**config.mk**
```make
export PLATFORM = sky130hd
export DESIGN_NAME = encrypted_data_fifo_flat
export DESIGN_NICKNAME = d
export VERILOG_FILES = /design/src/rtl/encrypted_data_fifo_pkg.sv /design/src/rtl/encrypted_data_fifo_if.sv /design/src/rtl/encrypted_data_fifo_block_byte_mux.sv /design/src/rtl/encrypted_data_fifo.sv /design/src/flat_wrapper.sv
export SDC_FILE = /design/constraint.sdc
export NUM_CORES = 1
export LEC_CHECK = 0
export CAP_MARGIN = 30
export CORE_AREA = 2 2 216 218
export DETAILED_ROUTE_END_ITERATION = 7
export DIE_AREA = 0 0 218 220
export SLEW_MARGIN = 20
export SYNTH_ARGS = -nofsm -noshare
export SYNTH_HDL_FRONTEND = slang
export SYNTH_SLANG_ARGS = --single-unit
```
**constraint.sdc**
```tcl
create_clock -name clk -period 6 [get_ports clk]
set_input_delay 1.5 -clock clk [delete_from_list [all_inputs] [get_ports clk]]
set_output_delay 1.5 -clock clk [all_outputs]
set_load 0.01 [all_outputs]
```
**src/rtl/encrypted_data_fifo_pkg.sv**
```systemverilog
// Shared widths and the ciphertext block type for the AES transmit FIFO.
package aes_fifo_pkg;
    localparam int BLOCK_W         = 128;
    localparam int BYTE_W          = 8;
    localparam int BYTES_PER_BLOCK = 16;

    typedef logic [BLOCK_W-1:0] aes_block_t;
endpackage

```
**src/rtl/encrypted_data_fifo_if.sv**
```systemverilog
// Write/read handshake and status bundle between the AES stage, the FIFO and the USB transmitter.
interface encrypted_data_fifo_if #(parameter int DEPTH = 4);
    import aes_fifo_pkg::*;

    localparam int BC_W = $clog2(DEPTH*BYTES_PER_BLOCK+1);

    logic              write_enable;
    aes_block_t        write_data;
    logic              read_enable;
    logic [BYTE_W-1:0] read_data;
    logic              empty;
    logic              full;
    logic [BC_W-1:0]   byte_count;
    logic              overflow;
    logic              underflow;

    modport master (
        output write_enable, write_data, read_enable,
        input  read_data, empty, full, byte_count, overflow, underflow
    );

    modport slave (
        input  write_enable, write_data, read_enable,
        output read_data, empty, full, byte_count, overflow, underflow
    );
endinterface

```
**src/rtl/encrypted_data_fifo_block_byte_mux.sv**
```systemverilog
// Selects byte[idx] of a ciphertext block, byte 0 being the most significant.
module block_byte_mux
    import aes_fifo_pkg::*;
(
    input  aes_block_t        blk,
    input  logic [3:0]        idx,
    output logic [BYTE_W-1:0] byte_out
);
    aes_block_t shifted;

    assign shifted  = blk << {idx, 3'b000};
    assign byte_out = shifted[BLOCK_W-1 -: BYTE_W];
endmodule

```
**src/rtl/encrypted_data_fifo.sv**
```systemverilog
// Block-wide ciphertext FIFO: 128-bit pushes, byte-wide first-word-fall-through pops, MSB byte first.
module encrypted_data_fifo
    import aes_fifo_pkg::*;
#(
    parameter int DEPTH = 4
) (
    input  logic                 clk,
    input  logic                 n_rst,
    encrypted_data_fifo_if.slave bus
);
    localparam int PTR_W = $clog2(DEPTH);
    localparam int CNT_W = $clog2(DEPTH+1);
    localparam int BC_W  = $clog2(DEPTH*BYTES_PER_BLOCK+1);

    aes_block_t        mem [DEPTH];
    logic [PTR_W-1:0]  wr_ptr;
    logic [PTR_W-1:0]  rd_ptr;
    logic [3:0]        byte_idx;
    logic [CNT_W-1:0]  blk_cnt;
    logic              overflow_q;
    logic              underflow_q;

    logic              empty_w;
    logic              full_w;
    logic              wr_ok;
    logic              rd_ok;
    logic              rd_last;
    logic [BYTE_W-1:0] head_byte;

    assign empty_w = (blk_cnt == '0);
    assign full_w  = (blk_cnt == CNT_W'(DEPTH));

    // Acceptance looks only at registered flags, so a read freeing a slot cannot admit a same-cycle write.
    assign wr_ok   = bus.write_enable && !full_w;
    assign rd_ok   = bus.read_enable && !empty_w;
    assign rd_last = rd_ok && (byte_idx == 4'd15);

    always_ff @(posedge clk or negedge n_rst) begin
        if (!n_rst) begin
            wr_ptr      <= '0;
            rd_ptr      <= '0;
            byte_idx    <= '0;
            blk_cnt     <= '0;
            overflow_q  <= 1'b0;
            underflow_q <= 1'b0;
        end else begin
            if (wr_ok)
                wr_ptr <= wr_ptr + PTR_W'(1);
            if (rd_ok)
                byte_idx <= byte_idx + 4'd1;
            if (rd_last)
                rd_ptr <= rd_ptr + PTR_W'(1);
            case ({wr_ok, rd_last})
                2'b10:   blk_cnt <= blk_cnt + CNT_W'(1);
                2'b01:   blk_cnt <= blk_cnt - CNT_W'(1);
                default: blk_cnt <= blk_cnt;
            endcase
            if (bus.write_enable && full_w)
                overflow_q <= 1'b1;
            if (bus.read_enable && empty_w)
                underflow_q <= 1'b1;
        end
    end

    // Payload storage is deliberately left unreset; empty gating hides stale entries.
    always_ff @(posedge clk) begin
        if (wr_ok)
            mem[wr_ptr] <= bus.write_data;
    end

    block_byte_mux u_byte_mux (
        .blk      (mem[rd_ptr]),
        .idx      (byte_idx),
        .byte_out (head_byte)
    );

    assign bus.read_data  = empty_w ? '0 : head_byte;
    assign bus.empty      = empty_w;
    assign bus.full       = full_w;
    assign bus.byte_count = BC_W'({blk_cnt, 4'b0000}) - BC_W'(byte_idx);
    assign bus.overflow   = overflow_q;
    assign bus.underflow  = underflow_q;
endmodule

```
**src/flat_wrapper.sv**
```systemverilog
// flat-port wrapper written by rule: the top's interface ports become plain ports
module encrypted_data_fifo_flat import aes_fifo_pkg::*;
#(
    parameter int DEPTH = 4
)
  (clk, n_rst, bus_write_enable, bus_write_data, bus_read_enable, bus_read_data, bus_empty, bus_full, bus_byte_count, bus_overflow, bus_underflow);
  encrypted_data_fifo_if #(.DEPTH(DEPTH)) bus_i ();
  input  logic clk;
  input  logic n_rst;
  input wire logic [$bits(bus_i.write_enable)-1:0] bus_write_enable;
  input wire logic [$bits(bus_i.write_data)-1:0] bus_write_data;
  input wire logic [$bits(bus_i.read_enable)-1:0] bus_read_enable;
  output wire logic [$bits(bus_i.read_data)-1:0] bus_read_data;
  output wire logic [$bits(bus_i.empty)-1:0] bus_empty;
  output wire logic [$bits(bus_i.full)-1:0] bus_full;
  output wire logic [$bits(bus_i.byte_count)-1:0] bus_byte_count;
  output wire logic [$bits(bus_i.overflow)-1:0] bus_overflow;
  output wire logic [$bits(bus_i.underflow)-1:0] bus_underflow;
  assign bus_i.write_enable = bus_write_enable;
  assign bus_i.write_data = bus_write_data;
  assign bus_i.read_enable = bus_read_enable;
  assign bus_read_data = bus_i.read_data;
  assign bus_empty = bus_i.empty;
  assign bus_full = bus_i.full;
  assign bus_byte_count = bus_i.byte_count;
  assign bus_overflow = bus_i.overflow;
  assign bus_underflow = bus_i.underflow;
  encrypted_data_fifo #(.DEPTH(DEPTH)) u_core (.clk(clk), .n_rst(n_rst), .bus(bus_i));
endmodule
```
==> run summary, run 1 <==
Physical implementation.

- For this run, the register share of the synthesized area comes to 77.2%.
- The number of cell rows is 79.
- The required time at the worst endpoint is listed as 4.50 ns.
- The initial standard-cell utilization of the core is 44.3%.
- The reg-to-reg startpoint is u_core.byte_idx[1].
- For this run, the top clock speed supported by timing is 173 MHz.
- Setup repair after global routing left no endpoint under its margin.
- The layer with the highest usage after global routing is met2.
- The area taken by multi-input combinational cells is reported as 4290 um^2.
- Counting buffers and inverters, the worst setup path is 6 cells deep.
- The via-per-instance ratio is 5.49.
- The die extent in y is 220 um.
- Counting the fill cells in the layout gives 3597.
- The classification of the worst setup path is register to output pin.
- The clock skew after layout is 0.0105 ns.
- The post-detailed-route wirelength per cell is 24.7 um.
- The number of clock sinks is approximately 530.
- The setup slack after layout is 0.229 ns.
- The number of ordinary and repair buffers in the finished layout is 169.
- The run finished with clean final reports.
- Of the total power, the clock network draws 27.4%.
- The top routing layer in use is met5.
- The report counts max-capacitance violations totalling 0.
- After layout, the inverter instance count without clock inverters stands at 16.
- The met3 wirelength from detailed routing is 2630 um.
- The synthesis report gives the async set-or-reset register share as between 2 and 2.5%.
- The worst hold path begins at u_core.bus.overflow.
- The synthesized design contains 525 register bits.
- 353 cells are multi-input combinational gates.
- The total of buffers placed on input and output ports is 150.
- The smallest clock period supported by the final layout is computed as 5.77 ns.
- The worst reg-to-reg setup slack is 2.44 ns.
- The end-of-flow core utilization is 53.0%.
- In this run, CTS created clock tree buffers numbering about 54.
- On the critical path the largest part of the delay comes from buffers and inverters.
- The detailed-route DRC error count is 0.
- The tightest hold margin is 0.456 ns.
- Counting along the longest clock path gives a buffer depth of 3.
- The multi-input gate share of the layout cell area is 17.6%.
- By instance count after routing, the leading logic cell types are edfxtp_1 (512), clkdlybuf4s50_1 (150), mux4_2 (122), clkbuf_16 (57), nand2_1 (52).
- The layout summary lists the proportion of cells stronger than drive strength 1 as 19.3%.
- The register with the most flip-flops in the layout has 512 of them.
- For reference, compound AND-OR and OR-AND cells occupy 2.07% of the area reported after synthesis.
- The total cells reported by yosys after synthesis is 944.
- The final max-slew violation count recorded for this run is 0.
- Synthesis instantiated 39 different standard cells from the library.
- The critical path's slowest cell is dfrtp_4.
- The worst setup path is captured at an output pin.
- Summed over all sequential cells, the power is 5.14 mW.
- The floorplan report lists the tap cell count as 607.
- The detailed-routing wirelength on met1 is just under 20000 um.
- Entering global routing, the biggest net connects 79 pins.
- After floorplanning, the die was sized to cover approximately 48000 um^2.
- The finished cells cover 24300 um^2.
- The synthesized netlist handed to floorplanning was reported with a cell count of 944.
- At the pin with the least slew margin, the transition time is 0.896 ns.
- The slew check shows that the tightest pin keeps a relative margin of 40.3%.
- Looking at the gate-level netlist, the highest instance count belongs to edfxtp_1.
- Per the post-CTS timing run, clock transition at the registers of the reported paths is 0.06 ns.
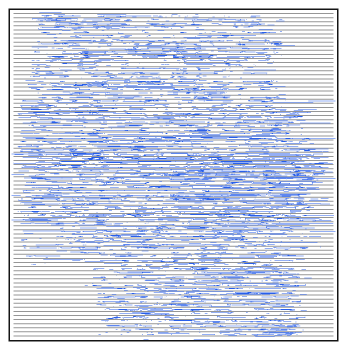
(run_1/m1.png)
(1.5 px per um) Supply wires on this layer in grey.
wire length on this layer = 19200 um
share of all routed wire = 44%
aggregate routed wire length: 43700 um
number of vias after detailed routing: 9697
met1 Usage GRT: 26.5%

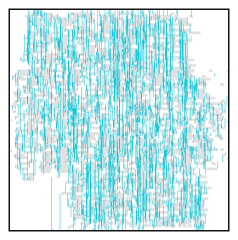
(run_1/m2.png)
(1 px per um) Cells faint in the background.
longest straight run = 93.5 um
nets with wire on the layer = 1142
share of all routed wire = 48%
main direction = vertical
wire length on this layer = 20.9 mm
met2 layer usage reported by global route: 29.4%

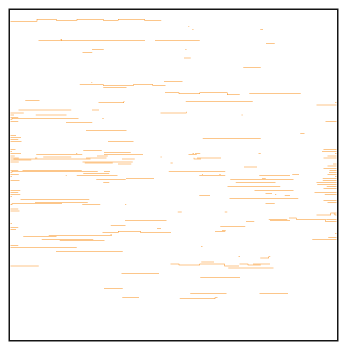
(run_1/m3.png)
(1.5 px per um)
longest straight run = 70.8 um
wire length on this layer = 2630 um
share of all routed wire = 6.0%
nets with wire on the layer = 120
main direction = horizontal
met3 usage in global routing: 3.92%

==> inputs of run 2 (changes only) <==
Settings changed: ABC_AREA from default to 1, CORE_AREA 2 2 216 218 to 2 2 197 199, DIE_AREA 0 0 218 220 to 0 0 199 201, GPL_TIMING_DRIVEN from default to 1, PLACE_DENSITY from default to 0.79.
==> run 2 against run 1 <==
Clock power decreased by 8.4%. Critical path depth increased by 5. First-iteration DRC count increased by 89%. Highest routed layer unchanged.
==> run summary, run 2 <==
Physical implementation.

- The number of flip-flops and latches in the synthesized netlist is 525 (unchanged).
- The share of flip-flops with an asynchronous set or reset after synthesis is 2.48% (unchanged).
- The number of tap instances came to 518 (was 607).
- The clock share of power came to 24.1% (was 27.4%).
- The compound-cell area share of the yosys netlist is 3.42% (was 2.07%).
- Run status: finished, final reports clean (unchanged).
- The tightest hold margin is 0.465 ns (was 0.456 ns).
- The data required time of the critical path is 4.50 ns (about the same).
- The global-route track usage on met1 is 37.1% (was 26.5%).
- The top achievable clock speed is 187 MHz (was 173 MHz).
- The cell family with the largest share of critical-path delay is buffers and inverters (unchanged).
- The detailed-routing wirelength on met1 came to 20700 um (was 19200 um).
- The buffer depth of the longest clock path is 3 (unchanged).
- The combinational gate area is 5200 um^2 (was 4290 um^2).
- The number of maximum-capacitance constraint violations is 0 (unchanged).
- The die extent in y is 201 um (was 220 um).
- The power attributed to sequential cells is 5.08 mW (was 5.14 mW).
- The number of cells produced by synthesis is 2073 (was 944).
- The classification of the worst setup path is register to output pin (unchanged).
- The distinct cell type count after synthesis came to 24 (was 39).
- The total cells reported by yosys after synthesis is 2073 (was 944).
- The worst-margin pin slew is 0.953 ns (was 0.896 ns).
- Unrepaired setup endpoints after global routing: no (unchanged).
- The multi-input combinational cell count is 1243 (was 353).
- The post-route minimum period is 5.35 ns (was 5.77 ns).
- The tally of filler cells in the layout was 2620 (was 3597).
- The kind of end point of the critical path is an output pin (unchanged).
- The number of clock sinks is 525 (unchanged).
- The clock skew after layout was 0.0203 ns (was 0.0105 ns).
- The largest net degree at the start of global routing is 204 (was 79).
- The met2 demand-to-capacity share in global routing is 43.1% (was 29.4%).
- The post-detailed-route wirelength per cell came to 19.0 um (was 24.7 um).
- The max-slew violation count is 0 (unchanged).
- Dominant logic cell types in the final layout: nand2_1 (790), edfxtp_1 (512), inv_1 (205), nor2_1 (167), clkdlybuf4s50_1 (150) (was edfxtp_1 (512), clkdlybuf4s50_1 (150), mux4_2 (122), clkbuf_16 (57), nand2_1 (52)).
- The share of layout cells above drive strength 1 was 4.85% (was 19.3%).
- The setup slack after layout is 0.653 ns (was 0.229 ns).
- The detailed-route DRC error count came to 0 (unchanged).
- The tightest slew margin relative to the limit is 36.5% (was 40.3%).
- The initial standard-cell utilization of the core is 58.0% (was 44.3%).
- The end-of-flow core utilization is 67.7% (was 53.0%).
- The clock transition time at the flip-flop clock pins of the worst setup and hold paths is 0.06 ns (about the same).
- The full die area is 40000 um^2 (was 48000 um^2).
- The multi-input gate share of the layout cell area is 20.2% (was 17.6%).
- The most repeated cell in the gate-level netlist after synthesis was nand2_1 (was edfxtp_1).
- The met3 wirelength from detailed routing came to 4780 um (was 2630 um).
- The post-synthesis sequential area ratio is 71.0% (was 77.2%).
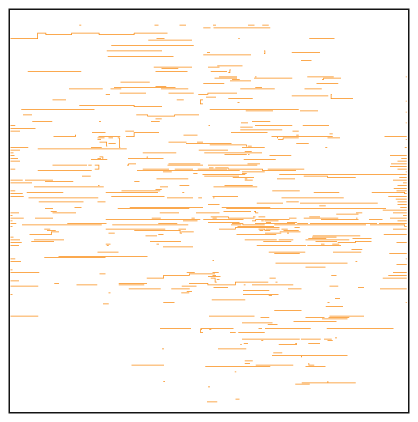
(run_2/m3.png)
(2 px per um)
nets with wire on the layer = 247
share of all routed wire = 9.1%
number of vias after detailed routing: 15100
met3 usage in global routing: 4.03%
aggregate routed wire length: 52400 um

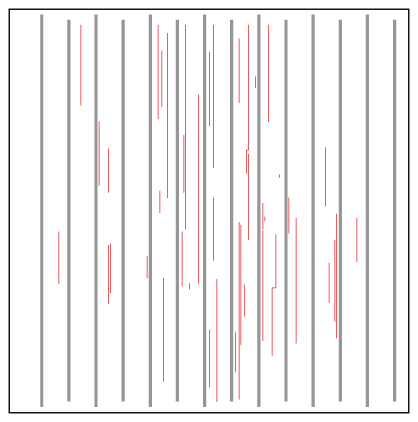
(run_2/m4.png)
(2 px per um) Supply wires on this layer in grey.
nets with wire on the layer = 34
longest straight run = 102 um

Power is estimated from default activity; no workload was simulated.
